File: src/rtl/ddr2_write_burst8.sv
// DDR2 write burst launcher: stages eight 16-bit words and drives one BL8 burst (preamble, 8 beats, postamble).
// Optional byte-mask storage is built when DDR2_WB_DM_EN is defined; otherwise dm_out is tied low.
module ddr2_write_burst8 #(
    parameter int PRE_CYC  = 1,
    parameter int POST_CYC = 1
) (
    input  logic        clk,
    input  logic        reset,
    input  logic        load,
    input  logic [2:0]  load_idx,
    input  logic [15:0] load_data,
    input  logic [1:0]  load_mask,
    input  logic        fire,
    output logic        ready,
    output logic        busy,
    output logic        done,
    output logic        fire_err,
    output logic [15:0] dq_out,
    output logic [1:0]  dm_out,
    output logic        dq_oe,
    output logic        dqs_out,
    output logic        dqs_oe
);

    typedef enum logic [1:0] {
        ST_IDLE,
        ST_PRE,
        ST_DRIVE,
        ST_POST
    } state_e;

    localparam logic [1:0] PRE_LAST  = 2'(PRE_CYC - 1);
    localparam logic [1:0] POST_LAST = 2'(POST_CYC - 1);

    state_e      state_q, state_d;
    logic [1:0]  cnt_q, cnt_d;
    logic [2:0]  beat_q, beat_d;
    logic [7:0]  bitmap_q, bitmap_d;
    logic [15:0] w_q [8];

    logic        ready_q, ready_d;
    logic        busy_q, busy_d;
    logic        done_q, done_d;
    logic        fire_err_q, fire_err_d;
    logic [15:0] dq_out_q, dq_out_d;
    logic        dq_oe_q, dq_oe_d;
    logic        dqs_out_q, dqs_out_d;
    logic        dqs_oe_q, dqs_oe_d;

    logic        accept;
    logic        load_en;

    // A fire that wins also blocks any load in the same cycle, so the burst sees the prior slot contents.
    assign accept  = fire && ready_q;
    assign load_en = load && (state_q == ST_IDLE) && !accept;

    always_comb begin
        // NOTE: every signal gets a default before the case so no path leaves it unassigned (no latch).
        state_d    = state_q;
        cnt_d      = cnt_q;
        beat_d     = beat_q;
        bitmap_d   = bitmap_q;

        if (load_en) begin
            bitmap_d[load_idx] = 1'b1;
        end

        case (state_q)
            ST_IDLE: begin
                if (accept) begin
                    state_d = ST_PRE;
                    cnt_d   = 2'd0;
                end
            end
            ST_PRE: begin
                if (cnt_q == PRE_LAST) begin
                    state_d = ST_DRIVE;
                    cnt_d   = 2'd0;
                    beat_d  = 3'd0;
                end else begin
                    cnt_d = cnt_q + 2'd1;
                end
            end
            ST_DRIVE: begin
                if (beat_q == 3'd7) begin
                    state_d = ST_POST;
                    cnt_d   = 2'd0;
                end else begin
                    beat_d = beat_q + 3'd1;
                end
            end
            ST_POST: begin
                if (cnt_q == POST_LAST) begin
                    state_d  = ST_IDLE;
                    bitmap_d = 8'h00;
                end else begin
                    cnt_d = cnt_q + 2'd1;
                end
            end
            default: state_d = ST_IDLE;
        endcase

        // Pin values trail the state register by one cycle, which yields the fire-to-preamble latency.
        ready_d    = (bitmap_d == 8'hFF) && (state_d == ST_IDLE);
        busy_d     = (state_q != ST_IDLE);
        fire_err_d = fire && !ready_q;
        done_d     = (state_q == ST_POST) && (cnt_q == POST_LAST);
        dqs_oe_d   = (state_q != ST_IDLE);
        dq_oe_d    = (state_q == ST_DRIVE);
        dqs_out_d  = (state_q == ST_DRIVE) && !beat_q[0];
        dq_out_d   = (state_q == ST_DRIVE) ? w_q[beat_q] : 16'h0000;
    end

    always_ff @(posedge clk or posedge reset) begin
        if (reset) begin
            state_q    <= ST_IDLE;
            cnt_q      <= 2'd0;
            beat_q     <= 3'd0;
            bitmap_q   <= 8'h00;
            ready_q    <= 1'b0;
            busy_q     <= 1'b0;
            done_q     <= 1'b0;
            fire_err_q <= 1'b0;
            dq_out_q   <= 16'h0000;
            dq_oe_q    <= 1'b0;
            dqs_out_q  <= 1'b0;
            dqs_oe_q   <= 1'b0;
        end else begin
            // NOTE: non-blocking assignments keep every register updating from pre-edge values.
            state_q    <= state_d;
            cnt_q      <= cnt_d;
            beat_q     <= beat_d;
            bitmap_q   <= bitmap_d;
            ready_q    <= ready_d;
            busy_q     <= busy_d;
            done_q     <= done_d;
            fire_err_q <= fire_err_d;
            dq_out_q   <= dq_out_d;
            dq_oe_q    <= dq_oe_d;
            dqs_out_q  <= dqs_out_d;
            dqs_oe_q   <= dqs_oe_d;
        end
    end

    // NOTE: slot storage is reset so a burst can never launch stale data after a reset.
    always_ff @(posedge clk or posedge reset) begin
        if (reset) begin
            for (int i = 0; i < 8; i++) begin
                w_q[i] <= 16'h0000;
            end
        end else if (load_en) begin
            w_q[load_idx] <= load_data;
        end
    end

`ifdef DDR2_WB_DM_EN
    logic [1:0] m_q [8];
    logic [1:0] dm_out_q;
    logic [1:0] dm_out_d;

    assign dm_out_d = (state_q == ST_DRIVE) ? m_q[beat_q] : 2'b00;

    always_ff @(posedge clk or posedge reset) begin
        if (reset) begin
            for (int i = 0; i < 8; i++) begin
                m_q[i] <= 2'b00;
            end
            dm_out_q <= 2'b00;
        end else begin
            if (load_en) begin
                m_q[load_idx] <= load_mask;
            end
            dm_out_q <= dm_out_d;
        end
    end

    assign dm_out = dm_out_q;
`else
    logic unused_load_mask;

    assign unused_load_mask = ^load_mask;
    assign dm_out           = 2'b00;
`endif

    assign ready    = ready_q;
    assign busy     = busy_q;
    assign done     = done_q;
    assign fire_err = fire_err_q;
    assign dq_out   = dq_out_q;
    assign dq_oe    = dq_oe_q;
    assign dqs_out  = dqs_out_q;
    assign dqs_oe   = dqs_oe_q;

endmodule

File: config.mk
export PLATFORM = sky130hd
export DESIGN_NAME = ddr2_write_burst8
export DESIGN_NICKNAME = d
export VERILOG_FILES = /design/src/rtl/ddr2_write_burst8.sv
export SDC_FILE = /design/constraint.sdc
export NUM_CORES = 1
export LEC_CHECK = 0
export CAP_MARGIN = 25
export CORE_MARGIN = 1.5
export CORE_UTILIZATION = 47
export DETAILED_ROUTE_END_ITERATION = 8
export PLACE_DENSITY_LB_ADDON = 0.25
export SLEW_MARGIN = 5
export SYNTH_ARGS = -nofsm -noshare
export SYNTH_HDL_FRONTEND = slang
export SYNTH_SLANG_ARGS = --single-unit
File: constraint.sdc
create_clock -name clk -period 5.4 [get_ports clk]
set_input_delay 1.35 -clock clk [delete_from_list [all_inputs] [get_ports clk]]
set_output_delay 1.35 -clock clk [all_outputs]
set_load 0.02 [all_outputs]
Fig. 1: run 1, clock wiring as the flow saved it
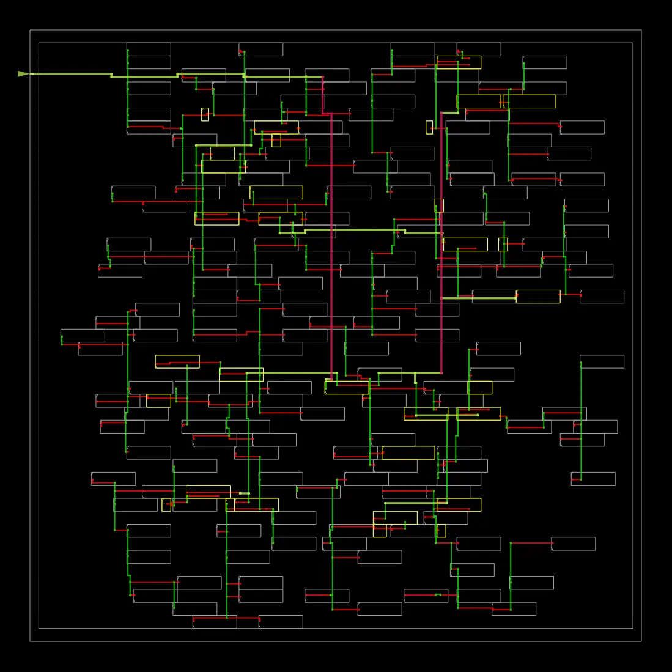
Num CTS Buffers: 17
Seq cells: 165
worst skew pair latency: 0.42 ns

Fig. 2: run 1, where the registers sit
Scale: 3 px per µm. Other sequential cells in the stronger grey, the rest of the logic in the fainter grey.
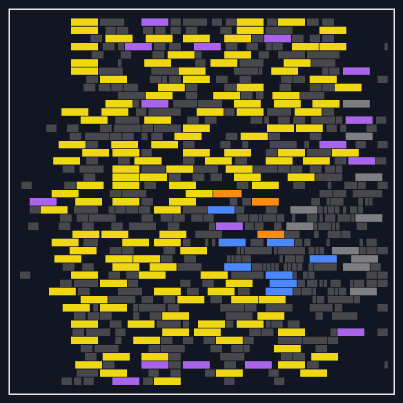
[beat_q] orange | flops: 3
[w_q] yellow | flops: 128
[bitmap_q] blue | flops: 8
[dq_out] purple | flops: 16
Reg area: 0.00413 mm²
P_seq: 2080 µW
fin util: 56.7%

Fig. 3: run 1, wiring heat map
Scale: 3 px per µm. The die is cut into 26 by 26 equal tiles; black is low, pale yellow is high, scaled to the fullest tile. Values are wire area over tile area, all layers added.
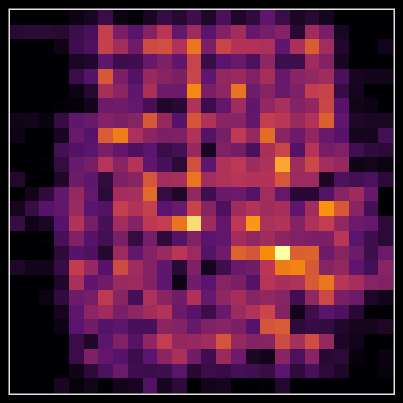
mean over tiles: 0.13
nearly empty tiles: 16%
tiles over half the peak: 9.6%
densest ninth of the die: centre
fullest tile: 0.51
vias post-DR: 4,050
wire per inst: 19.3 µm
All-Layer GR Usage: 18.9%

==> flow_summary_export.csv, run 1 <==
group,metric,value,unit
status,status,"finished clean",
routing,drt-met1-wl,6330,µm
power_and_ir_drop,seqPwrFrac,43.2,%
cells_and_area,layout-drive-gt1-share,39.9,%
global_route,grt_max_degree,166,
worst_setup_path,crit_path_end_kind,"register",
global_route,grt_pass1_vias,4227,
floorplan,core.rowCount,45,
yosys,ys_sh_adder,1.54,%
routing,finalWirelength,14000,µm
worst_setup_path,cp_slowest_cell,"nor2_2",
worst_setup_path,crit_cells,5,
cells_and_area,stdcell_area,0.00861,mm²
place,hpwl,8110,µm
power_and_ir_drop,fin_total_pwr,4820,µW
yosys,top_cells_by_count,"dfrtp_1, mux2_2, mux4_2",
place,placedCellCount,694,
place,dpl_worst_slack,1.55,ns
timing,rsz0062_at_grt,"false",
worst_setup_path,reg2reg_depth,6,
worst_setup_path,crit_buf_inv,2,
yosys,synthCells,473,
yosys,aoi_share,2.17,%
global_route,grt_util_met1,26.0,%
routing,viasPerCell,5.57,
yosys,syn_avg_cell_area,15.5,µm²
cells_and_area,multi_input_comb_cells,272,
power_and_ir_drop,p_clk_share,25.3,%
yosys,syn-cell-area,0.00732,mm²
power_and_ir_drop,power_switching,1340,µW
cells_and_area,clkCellAreaFrac,6.99,%
timing,tightest_slew,0.972,ns
yosys,synth_top_flop_cell,"dfrtp_1",
place,gp_congestion,0.777,
routing,route.met3.wl,555,µm
cells_and_area,syn_to_final_growth,17.6,%
hold_path,hp-class,"register to register",
==> run 1: placed cells by master, fill, tap and decap left out, drive strengths merged <==
cell / count
nand4: 1
mux2i: 16
nor4b: 2
bufinv: 3
buf: 13
a221oi: 1
o32a: 2
conb: 2
a311oi: 1
nand3: 2
o21ai: 4
dfrtp: 165
and3: 1
nor4: 3
a21oi: 3
clkinv: 7
clkinvlp: 2
nor2b: 19
a31oi: 1
ha: 9
nor3: 4
nand2b: 1
a41o: 1
inv: 10
nor2: 20
o211a: 1
o2bb2ai: 1
mux4: 32
mux2: 129
nand2: 7
a22o: 5
clkbuf: 22
clkdlybuf4s50: 45
nand3b: 3
a22oi: 1
Fig. 4: run 1, sizing map
Scale: 4 px per µm.
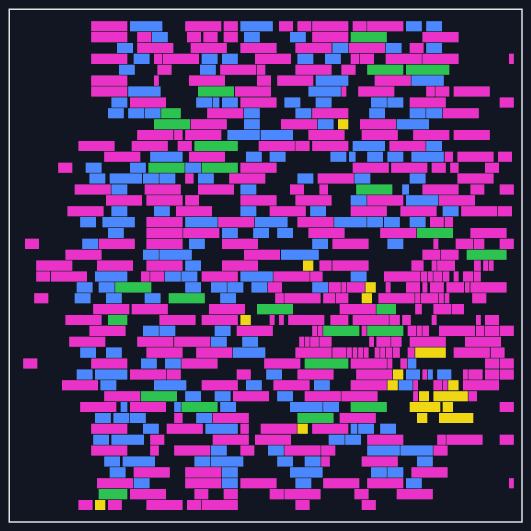

==> run 2, diff against run 1 <==
==> constraint.sdc (replaced) <==
create_clock -name clk -period 3.4 [get_ports clk]
set_input_delay 0.85 -clock clk [delete_from_list [all_inputs] [get_ports clk]]
set_output_delay 0.85 -clock clk [all_outputs]
set_load 0.02 [all_outputs]
Fig. 5: run 2, sizing map
Scale: 4 px per µm.
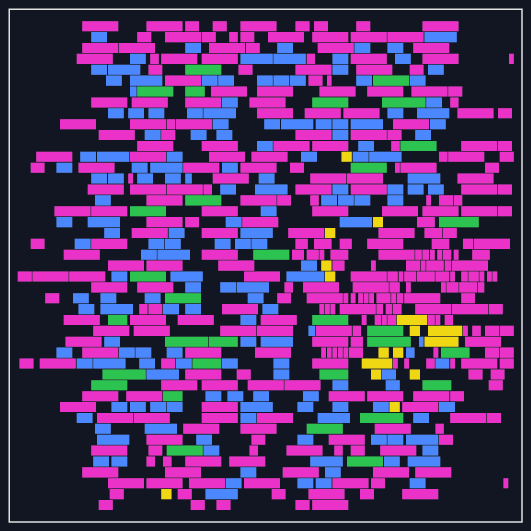
[_3 and _4 cells] yellow | cells: 16 | share: 3.0%
[_0 and _1 cells] magenta | cells: 325 | share: 60%
[_6 and larger] green | cells: 31 | share: 5.7%
[_2 cells] blue | cells: 170 | share: 31%
bufs w/o clock: 61
Final Worst Setup Slack: 0.884 ns
post-route cell area: 0.00874 mm²
P&R area growth vs syn: 19.3%

Fig. 6: run 2, wiring heat map
Scale: 3 px per µm. The die is cut into 26 by 26 equal tiles; black is low, pale yellow is high, scaled to the fullest tile. Values are wire area over tile area, all layers added.
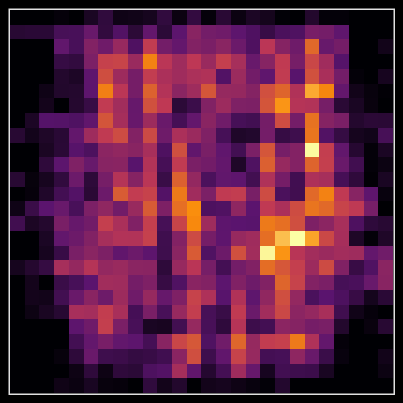
fullest tile: 0.52
emptiest ninth of the die: south-west
mean over tiles: 0.14
tiles over half the peak: 14%
nearly empty tiles: 15%
wire per inst: 20.0 µm
vias post-DR: 4,099
All-Layer GR Usage: 19.7%
drt total wl: 14,600 µm

==> run 2 against run 1 <==
  * First-iteration DRC count rose by 11%
  * Non-clock buffer count rose by 3
  * Highest routed layer unchanged
  * Design area increased by 1.4%
  * Via count grew 1.2%
  * Global-route usage is 0.80 points higher
  * Combinational power up 61%
  * Clock-buffer cell count grew 1
  * Utilization rose by 0.80 points
  * Cell count rose by 0.41%
  * Sequential share of layout area is 0.67 points lower
  * Largest power group unchanged
==> flow_summary_export.csv, run 2 <==
group,metric,value,unit
status,status,"finished clean",
place,gp_congestion,0.730,
routing,viasPerCell,5.62,
cells_and_area,lay_top_count,"dfrtp_1",
routing,route.met3.wl,454,µm
yosys,syn-cell-area,0.00732,mm²
worst_setup_path,crit_buf_inv,2,
timing,tightest_slew,0.710,ns
power_and_ir_drop,power_switching,2160,µW
global_route,grt_pass1_vias,4421,
power_and_ir_drop,seqPwrFrac,42.2,%
place,dpl_worst_slack,0.461,ns
cells_and_area,layout-drive-gt1-share,40.0,%
yosys,top_cells_by_count,"dfrtp_1, mux2_2, mux4_2",
worst_setup_path,crit_cells,7,
cells_and_area,mostFrequentLayoutCells,"dfrtp_1, mux2_2, clkdlybuf4s50_1",
yosys,synth_top_flop_cell,"dfrtp_1",
clock_network,clock.latency.late_pin,0.42,ns
global_route,grt_max_degree,62,
clock_network,cts_made_buffers,17,
yosys,synthCells,473,
place,hpwl,8520,µm
cells_and_area,final_core_util,57.5,%
power_and_ir_drop,p_seq,3320,µW
yosys,syn_avg_cell_area,15.5,µm²
routing,drt-met1-wl,6770,µm
place,placedCellCount,697,
cells_and_area,seq_area,0.00413,mm²
global_route,grt_util_met1,26.7,%
Fig. 7: run 2, M3 wires
Scale: 4 px per µm.
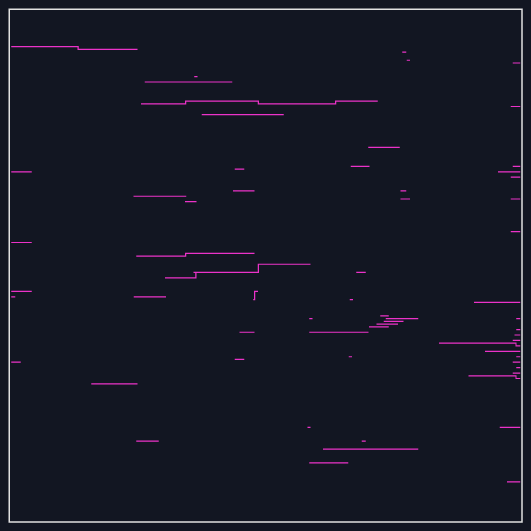
wire length on this layer: 455 µm
nets with wire on the layer: 40
met3 GRT Util: 4.42%

-- run 2: logic make-up (layout without fill, tap and decap cells) --
| kind of cell | after synthesis | after routing | share of synthesized area, % |
|---|---|---|---|
| other | 1 | 2 | 0.0512 |
| buffers and inverters | 37 | 105 | 2.46 |
| DFF | 165 | 165 | 56.4 |
| and+or+nand+nor | 63 | 63 | 5.54 |
| muxes | 177 | 177 | 31.9 |
| adders and majority gates | 9 | 9 | 1.54 |
| AOI/OAI and AO/OA | 21 | 21 | 2.17 |
-- run 2: final cells by class --
type,count,share of cell area (%)
clock inverters,9,1.98
clock buffers,23,5.47
multi-input cells,272,34.5
flip-flops and latches,165,47.3
inverters,12,0.559
repair buffers,61,7.48
well taps,188,2.69
No activity file was given, so power comes from the tool's default toggle rates.
